==> images/registers.png <==
Other sequential cells in the stronger gray, the rest of the logic in the fainter gray.
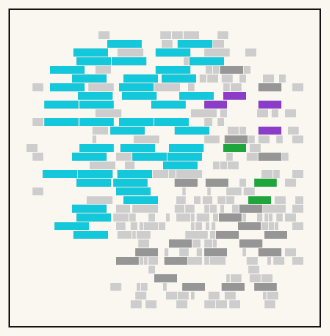
==> images/met2.png <==
Cells faint in the background.
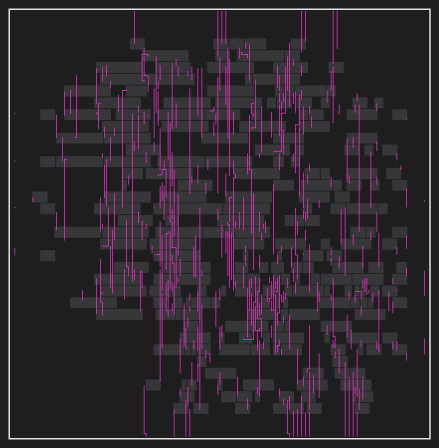
==> images/met1.png <==
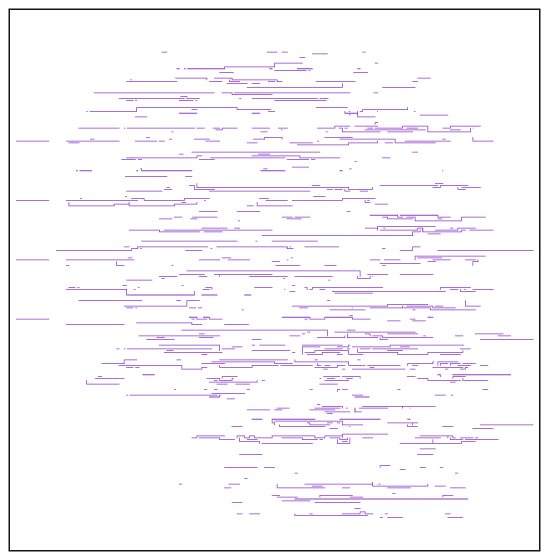
==> images/final_placement.png <==
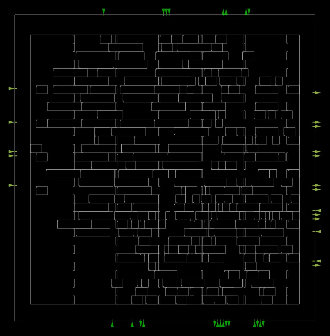
==> images/density.png <==
10 x 10 tiles, from white (low) to dark blue (high), 0 to 100% covered.
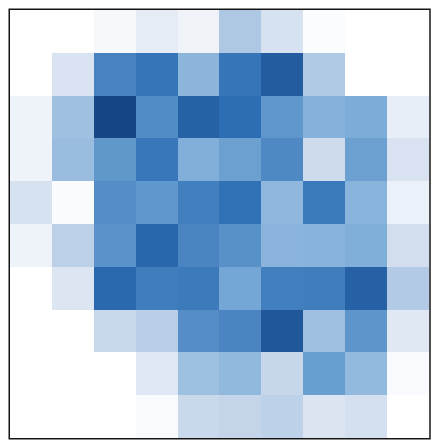
--- config.mk ---
export PLATFORM = sky130hd
export DESIGN_NAME = alu_cmd_sequencer
export DESIGN_NICKNAME = d
export VERILOG_FILES = /design/src/rtl/alu_pkg.sv /design/src/rtl/alu_cmd_fifo.sv /design/src/rtl/alu_cmd_sequencer.sv
export SDC_FILE = /design/constraint.sdc
export NUM_CORES = 1
export LEC_CHECK = 0
export CORE_AREA = 5 5 92 94
export CTS_BUF_LIST = sky130_fd_sc_hd__clkbuf_4 sky130_fd_sc_hd__clkbuf_8 sky130_fd_sc_hd__clkbuf_16
export DETAILED_ROUTE_END_ITERATION = 16
export DIE_AREA = 0 0 97 99
export GPL_ROUTABILITY_DRIVEN = 0
export PLACE_DENSITY = 0.6
export SLEW_MARGIN = 25
export SYNTH_ARGS = -nofsm -noshare
export SYNTH_HDL_FRONTEND = slang
export SYNTH_HIERARCHICAL = 1
export SYNTH_SLANG_ARGS = --single-unit
export TNS_END_PERCENT = 1
--- constraint.sdc ---
create_clock -name clk -period 7.7 [get_ports clk]
set_clock_uncertainty 0.05 [all_clocks]
set_input_delay 1.54 -clock clk [delete_from_list [all_inputs] [get_ports clk]]
set_output_delay 1.54 -clock clk [all_outputs]
set_load 0.005 [all_outputs]
--- src/rtl/alu_pkg.sv ---
// Shared opcode, width and FSM-state definitions for the ALU command sequencer.
package alu_pkg;

    localparam int unsigned OPND_W = 4;
    localparam int unsigned OPC_W  = 3;

    localparam logic [OPC_W-1:0] OP_ADD = 3'b000;
    localparam logic [OPC_W-1:0] OP_SUB = 3'b001;
    localparam logic [OPC_W-1:0] OP_AND = 3'b010;
    localparam logic [OPC_W-1:0] OP_OR  = 3'b011;
    localparam logic [OPC_W-1:0] OP_XOR = 3'b100;
    localparam logic [OPC_W-1:0] OP_NOT = 3'b101;
    localparam logic [OPC_W-1:0] OP_INC = 3'b110;
    localparam logic [OPC_W-1:0] OP_DEC = 3'b111;

    localparam logic [1:0] ST_IDLE  = 2'd0;
    localparam logic [1:0] ST_ISSUE = 2'd1;
    localparam logic [1:0] ST_HOLD  = 2'd2;

    typedef struct packed {
        logic [OPC_W-1:0]  sel;
        logic [OPND_W-1:0] a;
        logic [OPND_W-1:0] b;
    } alu_cmd_t;

    localparam int unsigned CMD_W = $bits(alu_cmd_t);

endpackage

--- src/rtl/alu_cmd_fifo.sv ---
// Synchronous FIFO for ALU commands; DEPTH must be a power of two so pointers wrap naturally.
module alu_cmd_fifo #(
    parameter int unsigned DEPTH = 4,
    parameter int unsigned WIDTH = 11
) (
    input  logic             clk,
    input  logic             rst,
    input  logic             push,
    input  logic [WIDTH-1:0] wdata,
    input  logic             pop,
    output logic [WIDTH-1:0] rdata,
    output logic             full,
    output logic             empty
);

    localparam int unsigned PTR_W = (DEPTH > 1) ? $clog2(DEPTH) : 1;
    localparam int unsigned CNT_W = PTR_W + 1;

    logic [WIDTH-1:0] mem_q [DEPTH];
    logic [WIDTH-1:0] mem_d [DEPTH];
    logic [PTR_W-1:0] wr_ptr_q, wr_ptr_d, rd_ptr_q, rd_ptr_d;
    logic [CNT_W-1:0] count_q, count_d;
    logic             full_q, full_d, empty_q, empty_d;
    logic             do_push_c, do_pop_c;

    assign do_push_c = push && !full_q;
    assign do_pop_c  = pop && !empty_q;

    always_comb begin
        mem_d    = mem_q;
        wr_ptr_d = wr_ptr_q;
        rd_ptr_d = rd_ptr_q;
        count_d  = count_q;
        if (do_push_c) begin
            mem_d[wr_ptr_q] = wdata;
            wr_ptr_d        = wr_ptr_q + PTR_W'(1);
        end
        if (do_pop_c) begin
            rd_ptr_d = rd_ptr_q + PTR_W'(1);
        end
        case ({do_push_c, do_pop_c})
            2'b10:   count_d = count_q + CNT_W'(1);
            2'b01:   count_d = count_q - CNT_W'(1);
            default: count_d = count_q;
        endcase
        full_d  = (count_d == CNT_W'(DEPTH));
        empty_d = (count_d == '0);
    end

    always_ff @(posedge clk) begin
        if (rst) begin
            wr_ptr_q <= '0;
            rd_ptr_q <= '0;
            count_q  <= '0;
            full_q   <= 1'b0;
            empty_q  <= 1'b1;
        end else begin
            wr_ptr_q <= wr_ptr_d;
            rd_ptr_q <= rd_ptr_d;
            count_q  <= count_d;
            full_q   <= full_d;
            empty_q  <= empty_d;
        end
    end

    // Storage needs no reset: entries are only read while the FIFO is non-empty.
    always_ff @(posedge clk) begin
        mem_q <= mem_d;
    end

    assign rdata = mem_q[rd_ptr_q];
    assign full  = full_q;
    assign empty = empty_q;

endmodule

--- src/rtl/alu_cmd_sequencer.sv ---
// Buffers ALU commands, issues them one at a time to an external ALU and holds each response
// until accepted. Define ALU_CMD_SEQ_STATS_EN to add the saturating op_count output.
module alu_cmd_sequencer
    import alu_pkg::*;
#(
    parameter int unsigned FIFO_DEPTH = 4
) (
    input  logic              clk,
    input  logic              rst,
    input  logic              in_valid,
    output logic              in_ready,
    input  logic [OPND_W-1:0] in_a,
    input  logic [OPND_W-1:0] in_b,
    input  logic [OPC_W-1:0]  in_sel,
    output logic [OPND_W-1:0] alu_a,
    output logic [OPND_W-1:0] alu_b,
    output logic [OPC_W-1:0]  alu_sel,
    input  logic [OPND_W-1:0] alu_result,
    input  logic              alu_carry,
    input  logic              alu_zero,
`ifdef ALU_CMD_SEQ_STATS_EN
    output logic [7:0]        op_count,
`endif
    output logic              out_valid,
    input  logic              out_ready,
    output logic [OPND_W-1:0] out_result,
    output logic              out_carry,
    output logic              out_zero
);

    logic [1:0]        state_q, state_d;
    logic [OPND_W-1:0] alu_a_q, alu_a_d, alu_b_q, alu_b_d;
    logic [OPC_W-1:0]  alu_sel_q, alu_sel_d;
    logic              out_valid_q, out_valid_d;
    logic [OPND_W-1:0] out_result_q, out_result_d;
    logic              out_carry_q, out_carry_d, out_zero_q, out_zero_d;
    logic              fifo_full, fifo_empty, pop_c;
    logic [CMD_W-1:0]  fifo_rdata;
    alu_cmd_t          wcmd_c, head_c;

    assign wcmd_c = '{sel: in_sel, a: in_a, b: in_b};
    assign head_c = alu_cmd_t'(fifo_rdata);

    alu_cmd_fifo #(
        .DEPTH (FIFO_DEPTH),
        .WIDTH (CMD_W)
    ) u_fifo (
        .clk   (clk),
        .rst   (rst),
        .push  (in_valid && in_ready),
        .wdata (wcmd_c),
        .pop   (pop_c),
        .rdata (fifo_rdata),
        .full  (fifo_full),
        .empty (fifo_empty)
    );

    // Issue/capture/hold sequencing; every pop loads the ALU operand registers.
    always_comb begin
        state_d      = state_q;
        alu_a_d      = alu_a_q;
        alu_b_d      = alu_b_q;
        alu_sel_d    = alu_sel_q;
        out_valid_d  = out_valid_q;
        out_result_d = out_result_q;
        out_carry_d  = out_carry_q;
        out_zero_d   = out_zero_q;
        pop_c        = 1'b0;
        case (state_q)
            ST_IDLE: begin
                if (!fifo_empty) begin
                    pop_c     = 1'b1;
                    alu_a_d   = head_c.a;
                    alu_b_d   = head_c.b;
                    alu_sel_d = head_c.sel;
                    state_d   = ST_ISSUE;
                end
            end
            ST_ISSUE: begin
                out_result_d = alu_result;
                out_carry_d  = alu_carry;
                out_zero_d   = alu_zero;
                out_valid_d  = 1'b1;
                state_d      = ST_HOLD;
            end
            ST_HOLD: begin
                if (out_ready) begin
                    out_valid_d = 1'b0;
                    if (!fifo_empty) begin
                        pop_c     = 1'b1;
                        alu_a_d   = head_c.a;
                        alu_b_d   = head_c.b;
                        alu_sel_d = head_c.sel;
                        state_d   = ST_ISSUE;
                    end else begin
                        state_d = ST_IDLE;
                    end
                end
            end
            default: begin
                out_valid_d = 1'b0;
                state_d     = ST_IDLE;
            end
        endcase
    end

    always_ff @(posedge clk) begin
        if (rst) begin
            state_q      <= ST_IDLE;
            alu_a_q      <= '0;
            alu_b_q      <= '0;
            alu_sel_q    <= '0;
            out_valid_q  <= 1'b0;
            out_result_q <= '0;
            out_carry_q  <= 1'b0;
            out_zero_q   <= 1'b0;
        end else begin
            state_q      <= state_d;
            alu_a_q      <= alu_a_d;
            alu_b_q      <= alu_b_d;
            alu_sel_q    <= alu_sel_d;
            out_valid_q  <= out_valid_d;
            out_result_q <= out_result_d;
            out_carry_q  <= out_carry_d;
            out_zero_q   <= out_zero_d;
        end
    end

`ifdef ALU_CMD_SEQ_STATS_EN
    logic [7:0] op_count_q, op_count_d;

    // Saturating count of accepted responses.
    always_comb begin
        op_count_d = op_count_q;
        if (out_valid_q && out_ready && (op_count_q != 8'hFF)) begin
            op_count_d = op_count_q + 8'd1;
        end
    end

    always_ff @(posedge clk) begin
        if (rst) begin
            op_count_q <= '0;
        end else begin
            op_count_q <= op_count_d;
        end
    end

    assign op_count = op_count_q;
`endif

    assign in_ready   = !fifo_full;
    assign alu_a      = alu_a_q;
    assign alu_b      = alu_b_q;
    assign alu_sel    = alu_sel_q;
    assign out_valid  = out_valid_q;
    assign out_result = out_result_q;
    assign out_carry  = out_carry_q;
    assign out_zero   = out_zero_q;

endmodule

==> flow_summary.yaml <==
# generated from flow reports
status:
  status: "finished clean"
power:
  seqPwrFrac_pct: 50.8
  p_clk_share_pct: 25.1
  ir_worst_vdd_v: 0.0001052
  p_int_mw: 0.7316
  leakagePower_nw: 1.199
  power.net_switching_mw: 0.2893
  powerDensity_mw_per_mm2: 287.0
  combPwrFrac_pct: 24.0
  p_sw_share_pct: 28.34
clocking:
  postCtsSetupBuffers: 0
  cts.sinks: 73
  cts_hold_buf: 0
  cts_tree: "yes"
  cts_resized: 0
  cts_root_buf: "clkbuf_8"
  clock.latency.late_pin_ns: 0.34
  cts_htree_levels: 3
  cts_buffer_depth: 2
  clkTransAtPathRegs_ns: 0.08
timing:
  fin_hold_ws_ns: 0.4240
  worst_pin_slew_ns: 0.8756
  setup_violations: 0
  min_period_ns: 4.346
  slew_viol_final: 0
  rsz0062_at_grt: "false"
  maxSlewHeadroom_pct: 41.55
  fmax_mhz: 230.1
  setup_slack_ns: 3.354
  hold_viol: 0
  fin_crit_sh_pct: 56.44
synth:
  yosysSeqAreaShare_pct: 65.04
  synth_cell_types: 31
  yosys-stat-area_mm2: 0.002924
  edf_count: 44
  ys_async_sr_fraction_pct: 0
  ys_cells: 194
  yosys_warnings: 6
  ff_type: "edfxtp_1"
  syn-cell-area_mm2: 0.002924
  synth_flops: 73
  postSynthAreaPerCell_um2: 15.07
  fp_nets: 221
  synthCells: 194
global_route:
  grt.met3_usage_pct: 3.539
  grt_usage_pct: 11.38
  grt_pass1_wl_um: 8335
  grt_pass1_vias: 1573
  grt_max_degree: 41
  busiest_layer: "met2"
  grt-ovfl-total: 0
  antenna_found_initial: 0
die:
  io_pins: 40
  die_w_um: 97
  die_area_mm2: 0.009603
worst_setup_path:
  crit_path_cell_trace: "clkdlybuf4s50_1 > inv_2 > a211oi_4 > nor2b_1 > ha_1 > inv_1 > fa_1 > xor2_1 > or3_4 > a211oi_2"
  ff2ff_setup_slack_ns: 4.75
  end_kind: "flip-flop"
  path_buffers: 3
  max_stage_delay_ns: 0.72
  cp.required_ns: 7.92
place:
  dp_hpwl_um: 3128
  pre_cts_ws_ns: 3.006
  io_buffers: 39
  dpl.cell_count: 326
run:
  drv_cap: 0
  warnings: 29
detailed_routing:
  drc: 0
  drt_iter0_drc: 79
  routedWlPerCell_um: 14.30
  antenna_left: 0
  routed_via_density: 4.605
  dr.pass1.iters: 4
finish:
  nNetsFinal: 262
  antenna_cells: 0
  final_cell_count_no_fill: 342
  fill_cells: 674
  drive_gt1_share_pct: 12.92
hold_path:
  min_path_type: "reg2reg"
-- registers.png (at the start) --
legend:
  green:
    name_in_the_netlist: alu_sel
    placed_flops: 3
  purple:
    name_in_the_netlist: alu_a
    placed_flops: 4
  cyan:
    name_in_the_netlist: u_fifo/mem_q
    placed_flops: 44
not colored: 22
Seq area share: 53.46%
Reg area: 0.001902 mm2
sequential power: 0.519 mW

-- met2.png (at the start) --
share of all routed wire: 44%
main direction: vertical
via count: 1575
GR met2 Demand/Resource: 15.76%
Routed WL: 4889 um

-- met1.png (at the start) --
main direction: horizontal
nets with wire on the layer: 236
share of all routed wire: 50%
M1 GR Usage: 15.44%

-- final_placement.png (at the start) --
row count: 32
core region area: 0.007567 mm2

-- density.png (at the start) --
emptiest ninth of the die: south-west
nearly empty tiles: 18%
densest ninth of the die: center
fullest tile: 91%
mean over tiles: 36%
tiles over 75% full: 8.0%
Final Core Density: 47.01%
Starting Density: 38.64%

==> placed cells by master (no fill, tap or decap), drive strengths merged, types with 3 or more instances in the layout <==
cell type	instances
a21oi	3
and2	4
clkbuf	9
clkdlybuf4s50	39
clkinv	3
clkinvlp	3
dfxtp	29
edfxtp	44
ha	5
inv	10
mux2i	18
mux4	11
nand2b	22
nor2	16
nor2b	6
xor2	3
==> final cells by class <==
cell class / count / area, um2 / share of cell area, %
Timing Repair Buffer: 40 / 397.9 / 11.19
Inverter: 9 / 33.78 / 0.9497
Clock buffer: 9 / 123.9 / 3.482
Tap cell: 102 / 127.6 / 3.588
Sequential cell: 73 / 1902 / 53.46
Clock inverter: 7 / 46.29 / 1.301
Multi-Input combinational cell: 102 / 925.9 / 26.03
==> power groups by stage <==
stage / combinational [mW] / clock [mW] / sequential [mW]
global placement: 0.243 / 0 / 0.528
finish: 0.245 / 0.257 / 0.519
floorplan: 0.174 / 0 / 0.515
detailed placement: 0.248 / 0 / 0.529
global route: 0.271 / 0.288 / 0.528
CTS: 0.249 / 0.268 / 0.521
==> kinds of logic (layout without fill, tap and decap cells) <==
group	after synthesis	in the layout	share of synthesized area [%]
multiplexers	29	29	14.63
AND/OR/NAND/NOR	53	53	10.18
adder cells (fa/ha/maj)	6	6	2.824
AND-OR/OR-AND	9	9	2.525
flip-flops	73	73	65.04
XOR/XNOR	5	5	1.498
buffers and inverters	19	65	3.294
==> tightest hold or removal path, delay by kind of cell (launching register included) <==
family	cells	cell delay, ns
simple gates	1	0.06
mux	1	0.06
flops	1	0.31
==> worst paths after layout <==
path / startpoint / cells after the start / endpoint
min: alu_b[2] / 2 / alu_b[2]
min reg2reg: alu_b[2] / 2 / alu_b[2]
max: out_ready / 10 / u_fifo/full
max reg2reg: state_q[1] / 8 / u_fifo/full
==> layer usage <==
layer	wire length (um)	vias up
met2	2135	35
met3	216	9
met5	0	-
li1	-	768
met4	94	0
met1	2442	763
==> synth_stat cells, types with 3 or more instances <==
library cell / count / share of area, %
inv_1: 8 / 1.0
dfxtp_1: 29 / 20
xor2_1: 3 / 0.90
ha_1: 5 / 2.1
mux2i_1: 18 / 6.2
edfxtp_1: 44 / 45
mux4_2: 11 / 8.5
a21oi_1: 3 / 0.51
nor2b_1: 6 / 1.3
nand2b_1: 22 / 4.7
and2_1: 4 / 0.86
nor2_1: 16 / 2.1
clkbuf_1: 4 / 0.51
==> metrics by stage <==
step           total power [mW]  cell area (um2)
2_1_floorplan            0.6891             2924
3_3_place_gp             0.7705             3387
3_5_place_dp             0.7766             3387
4_1_cts                   1.038             3557
5_1_grt                   1.086             3557
6_report                  1.021             3557
==> sequential cells by signal, indices dropped and copies added (netlist names), 3 cells and up <==
register and count:
alu_sel 3, u_fifo/count_q 3, u_fifo/mem_q 44, alu_a 4, out_result 4, alu_b 4
Power figures rest on the tool's default switching activity, not on a simulated workload.
